==> config.mk <==
export PLATFORM = sky130hd
export DESIGN_NAME = blk_mul_ctrl
export DESIGN_NICKNAME = d
export VERILOG_FILES = /design/src/rtl/blk_mul_ctrl.sv
export SDC_FILE = /design/constraint.sdc
export NUM_CORES = 1
export LEC_CHECK = 0
export ABC_AREA = 1
export ABC_CLOCK_PERIOD_IN_PS = 8200
export CORE_AREA = 2 2 212 214
export DETAILED_ROUTE_END_ITERATION = 6
export DIE_AREA = 0 0 214 216
export HOLD_SLACK_MARGIN = 0.03
export PLACE_DENSITY = 0.54
export SETUP_SLACK_MARGIN = 0.05
export SKIP_LAST_GASP = 1
export SYNTH_ARGS = -nofsm -noshare
export SYNTH_HDL_FRONTEND = slang
export SYNTH_SLANG_ARGS = --single-unit
==> constraint.sdc <==
create_clock -name clk -period 8.2 [get_ports clk]
set_input_delay 1.64 -clock clk [delete_from_list [all_inputs] [get_ports clk]]
set_output_delay 1.64 -clock clk [all_outputs]
set_load 0.01 [all_outputs]
==> src/rtl/blk_mul_ctrl.sv <==
// Controller that sequences a GF(2) block multiplier over word-addressed A/B/C RAMs
// to form the word-cyclic product C = A*B, one (k,i) term per cycle.
module blk_mul_ctrl #(
    parameter int G_DAT_W  = 64,
    parameter int N_WORDS  = 159,
    parameter int G_ADDR_W = 8
) (
    input  logic                  clk,
    input  logic                  rst_b,
    input  logic                  start,
    input  logic                  abort,
    output logic                  busy,
    output logic                  done,
    output logic [G_ADDR_W-1:0]   a_addr,
    output logic [G_ADDR_W-1:0]   b_addr0,
    output logic [G_ADDR_W-1:0]   b_addr1,
    input  logic [G_DAT_W-1:0]    a_rdata,
    input  logic [G_DAT_W-1:0]    b_rdata0,
    input  logic [G_DAT_W-1:0]    b_rdata1,
    output logic [G_DAT_W-1:0]    op_a,
    output logic [2*G_DAT_W-2:0]  op_b,
    input  logic [G_DAT_W-1:0]    mul_r,
    output logic                  c_we,
    output logic [G_ADDR_W-1:0]   c_addr,
    output logic [G_DAT_W-1:0]    c_wdata
);
    typedef enum logic [1:0] {S_IDLE, S_RUN, S_DRAIN, S_DONE} state_t;

    localparam logic [G_ADDR_W-1:0] LAST  = G_ADDR_W'(N_WORDS - 1);
    localparam logic [G_ADDR_W:0]   NW_X  = (G_ADDR_W + 1)'(N_WORDS);
    localparam logic [G_ADDR_W:0]   NM1_X = (G_ADDR_W + 1)'(N_WORDS - 1);
    localparam logic [G_ADDR_W:0]   ONE_X = (G_ADDR_W + 1)'(1);

    state_t                state_q, state_d;
    logic [G_ADDR_W-1:0]   k_q, k_d, i_q, i_d;
    logic                  drain_q, drain_d;
    logic                  v1_q, v2_q;
    logic [G_ADDR_W-1:0]   i1_q, k1_q, i2_q, k2_q;
    logic [G_DAT_W-1:0]    acc_q;
    logic                  issue;
    logic                  flush;
    logic [G_ADDR_W:0]     j_x, jm1_x;
    logic [2:0]            unused_bits;

    // Index arithmetic is one bit wider so k+N_WORDS cannot overflow before the subtract.
    always_comb begin
        if (k_q >= i_q) begin
            j_x = {1'b0, k_q} - {1'b0, i_q};
        end else begin
            j_x = {1'b0, k_q} + NW_X - {1'b0, i_q};
        end
        jm1_x = (j_x == '0) ? NM1_X : (j_x - ONE_X);
    end

    always_comb begin
        state_d = state_q;
        k_d     = k_q;
        i_d     = i_q;
        drain_d = drain_q;
        issue   = 1'b0;
        flush   = 1'b0;
        busy    = 1'b0;
        done    = 1'b0;
        case (state_q)
            S_IDLE: begin
                if (start) begin
                    state_d = S_RUN;
                    k_d     = '0;
                    i_d     = '0;
                end
            end
            S_RUN: begin
                busy  = 1'b1;
                issue = 1'b1;
                if (abort) begin
                    state_d = S_IDLE;
                    flush   = 1'b1;
                    k_d     = '0;
                    i_d     = '0;
                end else if (i_q == LAST) begin
                    i_d = '0;
                    if (k_q == LAST) begin
                        state_d = S_DRAIN;
                        k_d     = '0;
                        drain_d = 1'b0;
                    end else begin
                        k_d = k_q + 1'b1;
                    end
                end else begin
                    i_d = i_q + 1'b1;
                end
            end
            S_DRAIN: begin
                busy = 1'b1;
                if (abort) begin
                    state_d = S_IDLE;
                    flush   = 1'b1;
                end else if (drain_q) begin
                    state_d = S_DONE;
                end else begin
                    drain_d = 1'b1;
                end
            end
            S_DONE: begin
                done    = 1'b1;
                state_d = S_IDLE;
            end
            default: state_d = S_IDLE;
        endcase
    end

    always_ff @(posedge clk) begin
        if (rst_b) begin
            state_q <= S_IDLE;
            k_q     <= '0;
            i_q     <= '0;
            drain_q <= 1'b0;
            v1_q    <= 1'b0;
            v2_q    <= 1'b0;
            i1_q    <= '0;
            k1_q    <= '0;
            i2_q    <= '0;
            k2_q    <= '0;
            acc_q   <= '0;
        end else begin
            state_q <= state_d;
            k_q     <= k_d;
            i_q     <= i_d;
            drain_q <= drain_d;
            // Stage 1 tracks the RAM read, stage 2 the multiplier register.
            v1_q    <= issue && !flush;
            v2_q    <= v1_q && !flush;
            i1_q    <= i_q;
            k1_q    <= k_q;
            i2_q    <= i1_q;
            k2_q    <= k1_q;
            if (v2_q) begin
                acc_q <= (i2_q == '0) ? mul_r : (acc_q ^ mul_r);
            end
        end
    end

    assign a_addr  = issue ? i_q : '0;
    assign b_addr0 = issue ? j_x[G_ADDR_W-1:0] : '0;
    assign b_addr1 = issue ? jm1_x[G_ADDR_W-1:0] : '0;

    assign op_a = a_rdata;
    assign op_b = {b_rdata0[G_DAT_W-2:0], b_rdata1};

    assign c_we    = v2_q && (i2_q == LAST);
    assign c_addr  = c_we ? k2_q : '0;
    assign c_wdata = (N_WORDS == 1) ? mul_r : (acc_q ^ mul_r);

    assign unused_bits = {b_rdata0[G_DAT_W-1], j_x[G_ADDR_W], jm1_x[G_ADDR_W]};
endmodule

Run 1, routed metal, one colour a layer:
Drawn at 1 px/um.
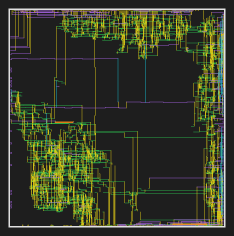
- green: metal 1 (wire length 8810 um)
- purple: metal 3 (wire length 2470 um)
- cyan: metal 4 (wire length 766 um)
- yellow: metal 2 (wire length 10800 um)
- orange: metal 5 (wire length 49.7 um)

Run 1, clock nets:
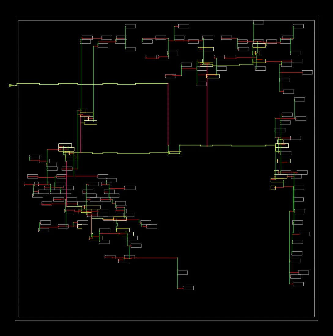
sequential cell count: 117
final worst clock skew: 10.16 ps

Run 1, metal 3:
Drawn at 2 px/um.
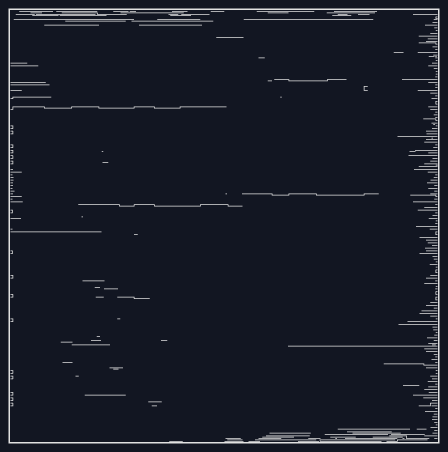
- main direction: horizontal
- nets with wire on the layer: 227
- share of all routed wire: 11%
- wire length on this layer: 2470 um

==> impl_metrics.tcl, run 1 <==
# place-and-route summary
set metrics [dict create \
    synth_seq_share_pct 29.86 \
    cp_cell_sequence "ha_1 > inv_1 > fa_1 > inv_1 > nor2_1 > nand2_2 > nand3b_4 > nand2_8 > xor2_2 > inv_1 > ha_1 > nand2_1 > a21oi_1 > nand4_4 > nand2_1 > nor2_1 > clkdlybuf4s50_1" \
    finalPower_uw 2280 \
    total_leakage_power_uw 0.003660 \
    taps 592 \
    p_int_uw 1469 \
    dpl_cell_area_um2 8745 \
    area.share.combinational_pct 38.36 \
    die-width_um 214 \
    worst-slew-pin-transition_ps 828.0 \
    floorplan.initialDensity_pct 17.89 \
    synthCells 1075 \
    area_leaders "sky130_fd_sc_hd__dfxtp_1 (30%), sky130_fd_sc_hd__buf_4 (18%), sky130_fd_sc_hd__nand2_1 (11%)" \
    sequential_cell_area_um2 2344 \
    post_synth_instance_area_um2 7844 \
    overflow 0 \
    yosys-dominant-comb-family "buffers and inverters" \
    aoi_share_pct 10.42 \
    grt.busiest_layer "met2" \
    drc_errors 0 \
    globalRouteMet3Util_pct 5.455 \
    post-route-min-period_ps 5471 \
    fin_util_pct 21.42 \
    cts_resized 0 \
    power-per-cell-area_nw_per_um2 242.9 \
    r2r_start "state_q[1]" \
    sh_seq_area_pct 24.96 \
    grt_use_total_pct 9.635 \
    detail_route.iter0.violations 354 \
    slew_headroom_pct 44.80 \
    tritoncts.num_buffers 17 \
    hp-start "i1_q[5]" \
    combGateArea_um2 3601 \
    detailroute.wirelength.met3_mm 2.469 \
    placeableCoreArea_um2 43840 \
    result_of_the_run "finished, final reports clean" \
    grt_antenna_before_repair 1 \
    first_global_vias 6052 \
    postCtsSetupRepairBufs 0 \
    cts.hold.buffers_added 0 \
    met1_usage_pct 9.917 \
    area_growth_syn_to_fin_pct 19.68 \
    totalNegativeSetupSlack_ps 0 \
    power_spent_charging_and_discharging_nets_uw 811.3 \
    min_to "i2_q[5]" \
    layout.cells.largest_class "combinational gates" \
    top_area_share_pct 29.86 \
    nonClockInverterCount 98 \
    clock_tree_from_tritoncts "yes" \
    dieHeight_um 216 \
    maxCapViolations 0 \
    comb.multi_input.count 643 \
    met2_wirelength_mm 10.77 \
    detailed_route_vias_per_instance 3.841 \
    power_share_of_the_clock_group_pct 36.2 \
    lay_top_cells "sky130_fd_sc_hd__nand2_1 (220), sky130_fd_sc_hd__clkdlybuf4s50_1 (166), sky130_fd_sc_hd__dfxtp_1 (116), sky130_fd_sc_hd__inv_1 (95), sky130_fd_sc_hd__nor2_1 (83)" \
    area_share_nonclk_buffers_pct 18.02 \
    routed_metal_1_wirelength_mm 8.809 \
    dp.final_hpwl_mm 17.40 \
    regToRegSetupSlack_ps 5610 \
    hold_violations 0 \
    clock_net_power_uw 825 \
    final_min_period_over_clock_period_pct 66.72 \
    post-synth-top-count-cell "sky130_fd_sc_hd__nand2_1" \
    num-nets-final 1342 \
    clock_path_buffers 2 \
    ys_area_um2 7844 \
    largest_power_group "combinational logic" \
    power.share.sequential_pct 26.9 \
    synth_simple_gate_area_share_pct 20.43 \
    postLayoutSetupSlackWorst_ps 2729 \
    vdd_drop_max_mv 0.09928 \
    cp_num_buf_inv 4 \
    synth.top_cells.by_count "sky130_fd_sc_hd__nand2_1 (220), sky130_fd_sc_hd__buf_4 (191), sky130_fd_sc_hd__dfxtp_1 (117)" \
    critPathMaxFanout 9 \
    clk_pin_slew_worst_paths_ps 60 \
    placed_cells 1620 \
    ff_type "sky130_fd_sc_hd__dfxtp_1" \
    setup.worst_path.end_class "primary output" \
    crit_path_max_incr_delay_ps 550 \
    dp_worst_setup_slack_ps 3201 \
    chipArea_um2 46220 \
    cts_num_sinks 117 \
    netlist.top_cell.by_area "sky130_fd_sc_hd__dfxtp_1" \
    p_seq_uw 613 \
    grt_max_degree 66 \
    fp_nets 1370 \
    design_area_um2 9388 \
    layout_top_cell_excl_fill_tap "sky130_fd_sc_hd__nand2_1" \
    fa_ha_area_share_pct 6.253 \
    i_o_pin_count 550 \
    crit_cells 17 \
    dr_total_vias 6345 \
    path_common_cell "sky130_fd_sc_hd__inv_1" \
    fp-row-count 77 \
    setup-violations-final 0 \
    ff2ff_path_depth 11 \
    worst_ep_arrival_time_ps 3830 \
    use_met2_pct 15.71 \
    post_synth_xor_area_fraction_pct 8.805 \
    antenna_cells_inserted 0 \
    htree_num_levels 4 \
    yosys_warnings 0 \
    route.final.wire_length_mm 22.87 \
    cp_data_required_time_ps 6560 \
    largest-register "acc_q" \
    clock_buffers 17 \
    post_route_insts_no_fill 1652 \
    io_buffers 166 \
    ys.flops 117 \
    worst_hold_path_type "flop to flop" \
    grt_setup_unrepaired "false" \
    critical_path_destination "b_addr1[5]" \
    synthMuxAreaShare_pct 0 \
    worst_path_max_delay_cell "sky130_fd_sc_hd__clkdlybuf4s50_1" \
    edf_count 0 \
    clock.fmax_mhz 182.8 \
    fill_cells 4859 \
    layout_cell_share_with_drive_strength_beyond_1_pct 5.849 \
    finalWeightedCongestion 0.8174 \
    clkLatencyLatePin_ps 430 \
    holdPathStages 2 \
    power.combinational.total_uw 841 \
    slew_violations 0 \
    p_sw_share_pct 35.58 \
    root_buffer "sky130_fd_sc_hd__clkbuf_16" \
    power_frac_comb_pct 36.9 \
    signal_buffers 170 \
    drt_first_pass_iters 5 \
    area_share_clock_buf_inv_pct 6.851 \
    crit_start "k_q[1]" \
    global_route_wire_length_before_repair_mm 34.21 \
    critical_register_to_register_path_endpoint "k_q[7]" \
    tool_warnings 41 \
    ant_nets 0 \
    startpoint_type "flop" \
]
==> inputs of run 2 (changes only) <==
Settings changed: ABC_CLOCK_PERIOD_IN_PS 8200 to 5320, CORE_AREA 2 2 212 214 to 2 2 214 216, DIE_AREA 0 0 214 216 to 0 0 216 218, PLACE_DENSITY 0.54 to 0.53.
Clock period 8.2 ns to 5.32 ns, I/O delays scaled along.
==> impl_metrics.tcl, run 2 <==
# place-and-route summary
set metrics [dict create \
    result_of_the_run "finished, final reports clean" \
    area.share.combinational_pct 38.70 \
    signal_buffers 170 \
    power.share.sequential_pct 28.5 \
    synthCells 1075 \
    antenna_cells_inserted 0 \
    dp.final_hpwl_mm 19.46 \
    detail_route.iter0.violations 320 \
    drt_first_pass_iters 6 \
    yosys_warnings 0 \
    area_share_nonclk_buffers_pct 18.18 \
    critical_register_to_register_path_endpoint "k_q[7]" \
    ff_type "sky130_fd_sc_hd__dfxtp_1" \
    route.final.wire_length_mm 25.06 \
    layout.cells.largest_class "combinational gates" \
    sh_seq_area_pct 25.18 \
    ant_nets 0 \
    dpl_cell_area_um2 8755 \
    total_leakage_power_uw 0.003598 \
    postCtsSetupRepairBufs 0 \
    slew_headroom_pct 45.27 \
    largest_power_group "combinational logic" \
    detailed_route_vias_per_instance 3.821 \
    netlist.top_cell.by_area "sky130_fd_sc_hd__dfxtp_1" \
    power-per-cell-area_nw_per_um2 356.4 \
    post-synth-top-count-cell "sky130_fd_sc_hd__nand2_1" \
    cp_cell_sequence "ha_1 > inv_1 > fa_1 > inv_1 > nor2_1 > nand2_2 > nand3b_4 > nand2_8 > xor2_2 > inv_1 > ha_1 > nand2_1 > a21oi_1 > nand4_4 > nand2_1 > nor2_1 > clkdlybuf4s50_1" \
    dieHeight_um 218 \
    sequential_cell_area_um2 2344 \
    detailroute.wirelength.met3_mm 3.129 \
    global_route_wire_length_before_repair_mm 36.14 \
    maxCapViolations 0 \
    layout_cell_share_with_drive_strength_beyond_1_pct 5.755 \
    final_min_period_over_clock_period_pct 91.02 \
    num-nets-final 1342 \
    area_leaders "sky130_fd_sc_hd__dfxtp_1 (30%), sky130_fd_sc_hd__buf_4 (18%), sky130_fd_sc_hd__nand2_1 (11%)" \
    met1_usage_pct 10.45 \
    grt_antenna_before_repair 1 \
    post_route_insts_no_fill 1660 \
    routed_metal_1_wirelength_mm 9.213 \
    postLayoutSetupSlackWorst_ps 477.6 \
    nonClockInverterCount 98 \
    placed_cells 1628 \
    power.combinational.total_uw 1290 \
    cp_data_required_time_ps 4260 \
    htree_num_levels 4 \
    grt_setup_unrepaired "false" \
    clock_tree_from_tritoncts "yes" \
    grt.busiest_layer "met2" \
    combGateArea_um2 3601 \
    min_to "i2_q[1]" \
    totalNegativeSetupSlack_ps 0 \
    fin_util_pct 20.73 \
    power_share_of_the_clock_group_pct 32.6 \
    finalPower_uw 3317 \
    finalWeightedCongestion 0.8496 \
    synth_seq_share_pct 29.86 \
    floorplan.initialDensity_pct 17.47 \
    first_global_vias 6043 \
    grt_use_total_pct 10.32 \
    regToRegSetupSlack_ps 2680 \
    layout_top_cell_excl_fill_tap "sky130_fd_sc_hd__nand2_1" \
    met2_wirelength_mm 11.52 \
    worst_path_max_delay_cell "sky130_fd_sc_hd__clkdlybuf4s50_1" \
    slew_violations 0 \
    yosys-dominant-comb-family "buffers and inverters" \
    i_o_pin_count 550 \
    fp-row-count 78 \
    area_growth_syn_to_fin_pct 18.63 \
    crit_path_max_incr_delay_ps 540 \
    critPathMaxFanout 9 \
    synth_simple_gate_area_share_pct 20.43 \
    comb.multi_input.count 643 \
    p_int_uw 2074 \
    setup.worst_path.end_class "primary output" \
    fp_nets 1370 \
    post-route-min-period_ps 4842 \
    chipArea_um2 47090 \
    power_spent_charging_and_discharging_nets_uw 1243 \
    post_synth_xor_area_fraction_pct 8.805 \
    crit_start "k_q[1]" \
    startpoint_type "flop" \
    taps 600 \
    cts_resized 0 \
    design_area_um2 9305 \
    worst_ep_arrival_time_ps 3780 \
    globalRouteMet3Util_pct 6.402 \
    io_buffers 166 \
    worst-slew-pin-transition_ps 820.9 \
    fill_cells 5058 \
    p_sw_share_pct 37.47 \
    dr_total_vias 6343 \
]
Run 2, metal 3:
Drawn at 2 px/um.
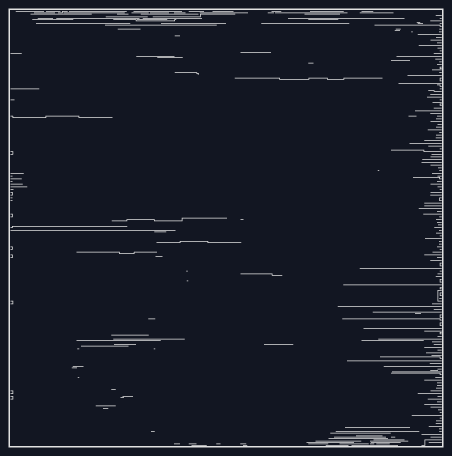
- main direction: horizontal
- nets with wire on the layer: 237
- longest straight run: 82.1 um

Run 2, clock nets:
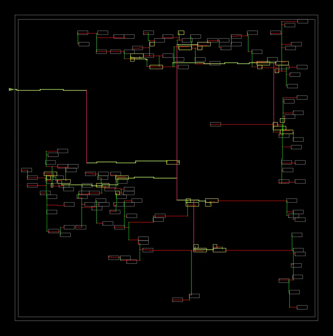
clock distribution power: 1080 uW
clock buffer count in the final layout: 18
TritonCTS buffer count: 17
final worst clock skew: 8.375 ps
Sinks on Clock Net: 117

Run 2, routed metal, one colour a layer:
Drawn at 1 px/um.
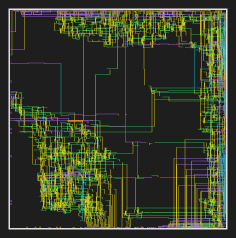
- purple: metal 3 (wire length 3130 um)
- cyan: metal 4 (wire length 1180 um)
- yellow: metal 2 (wire length 11500 um)
- orange: metal 5 (wire length 13.8 um)
- green: metal 1 (wire length 9210 um)

==> inputs of run 3 (changes only) <==
Settings changed: CORE_AREA 2 2 214 216 to 5 5 211 213, PLACE_DENSITY 0.53 to 0.55.
==> impl_metrics.tcl, run 3 <==
# place-and-route summary
set metrics [dict create \
    post_synth_xor_area_fraction_pct 8.805 \
    first_global_vias 6042 \
    dieHeight_um 218 \
    root_buffer "sky130_fd_sc_hd__clkbuf_16" \
    met2_wirelength_mm 11.79 \
    antenna_cells_inserted 0 \
    power_frac_comb_pct 39.4 \
    critical_path_destination "b_addr1[5]" \
    layout_top_cell_excl_fill_tap "sky130_fd_sc_hd__nand2_1" \
    die-width_um 216 \
    clk_pin_slew_worst_paths_ps 60 \
    use_met2_pct 16.63 \
    layout_cell_share_with_drive_strength_beyond_1_pct 5.849 \
    cts_num_sinks 117 \
    top_area_share_pct 29.86 \
    total_leakage_power_uw 0.003609 \
    sh_seq_area_pct 25.39 \
    yosys-dominant-comb-family "buffers and inverters" \
    area_share_nonclk_buffers_pct 18.41 \
    yosys_warnings 0 \
    largest-register "acc_q" \
    result_of_the_run "finished, final reports clean" \
    routed_metal_1_wirelength_mm 8.932 \
    synth_simple_gate_area_share_pct 20.43 \
    placed_cells 1575 \
    power.share.sequential_pct 28.9 \
    placeableCoreArea_um2 42510 \
    clock_path_buffers 2 \
    critPathMaxFanout 9 \
    min_to "i2_q[1]" \
    seq_cell_count 117 \
    i_o_pin_count 550 \
    globalRouteMet3Util_pct 6.803 \
    slew_headroom_pct 46.16 \
    grt_antenna_before_repair 1 \
    cp_cell_sequence "ha_1 > inv_1 > fa_1 > inv_1 > nor2_1 > nand2_2 > nand3b_4 > nand2_8 > xor2_2 > inv_1 > ha_1 > nand2_1 > a21oi_1 > nand4_4 > nand2_1 > nor2_1 > clkdlybuf4s50_1" \
    dp_worst_setup_slack_ps 909.4 \
    totalNegativeSetupSlack_ps 0 \
    slew_violations 0 \
    maxCapViolations 0 \
    area_growth_syn_to_fin_pct 17.67 \
    crit_cells 17 \
    aoi_share_pct 10.42 \
    hp-start "i1_q[1]" \
    drc_errors 0 \
    worst_path_max_delay_cell "sky130_fd_sc_hd__clkdlybuf4s50_1" \
    design_area_um2 9230 \
    io_buffers 166 \
    postCtsSetupRepairBufs 0 \
    area.share.combinational_pct 39.01 \
    finalWeightedCongestion 0.8411 \
    fin_util_pct 21.71 \
    detailroute.wirelength.met3_mm 3.221 \
    startpoint_type "flop" \
    regToRegSetupSlack_ps 2750 \
    power.combinational.total_uw 1290 \
    overflow 0 \
    fp-row-count 76 \
    worst-slew-pin-transition_ps 807.6 \
    hold_violations 0 \
    postLayoutSetupSlackWorst_ps 481.2 \
    cp_data_required_time_ps 4260 \
    post-synth-top-count-cell "sky130_fd_sc_hd__nand2_1" \
    tool_warnings 41 \
    post-route-min-period_ps 4839 \
    clock.fmax_mhz 206.7 \
    detail_route.iter0.violations 335 \
    p_seq_uw 946 \
    comb.multi_input.count 643 \
    power_spent_charging_and_discharging_nets_uw 1187 \
    post_synth_instance_area_um2 7844 \
    grt_setup_unrepaired "false" \
    area_leaders "sky130_fd_sc_hd__dfxtp_1 (30%), sky130_fd_sc_hd__buf_4 (18%), sky130_fd_sc_hd__nand2_1 (11%)" \
    setup-violations-final 0 \
    crit_path_max_incr_delay_ps 540 \
]
Run 3, routed clock nets over the placement:
Drawn at 2 px/um.
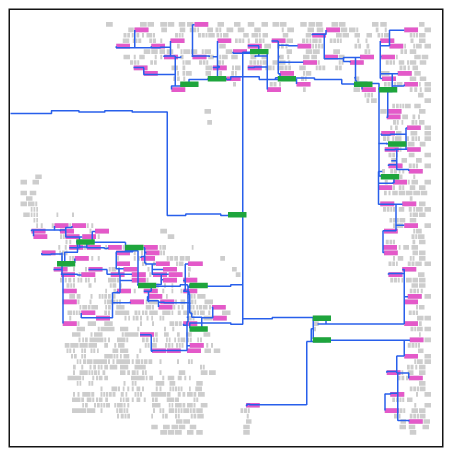
- green: clock drivers (count 17)
- magenta: flip-flops (count 117)
- blue: clock wires (length 1980 um)
- flops lie: spread over the die
final worst clock skew: 12.48 ps
Worst-Skew Late Latency: 430 ps
power share of the clock group: 31.7%
clock distribution power: 1040 uW

Run 3, metal 3:
Drawn at 2 px/um.
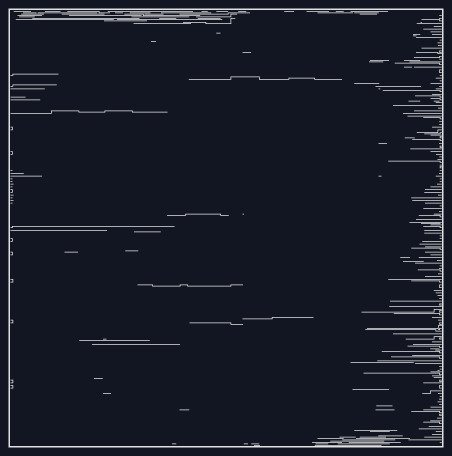
- wire length on this layer: 3220 um
- longest straight run: 81.0 um
- nets with wire on the layer: 227
- share of all routed wire: 13%
- main direction: horizontal
routed wire length: 24.98 mm
number of vias in the routed layout: 6285

Run 3, routed metal, one colour a layer:
Drawn at 1 px/um.
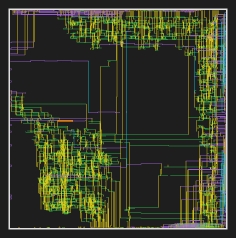
- yellow: metal 2 (wire length 11800 um)
- green: metal 1 (wire length 8930 um)
- purple: metal 3 (wire length 3220 um)
- cyan: metal 4 (wire length 1020 um)
- orange: metal 5 (wire length 13.8 um)
DR WL/cell: 15.55 um
All-Layer GR Usage: 10.26%

Power figures rest on the tool's default switching activity, not on a simulated workload.
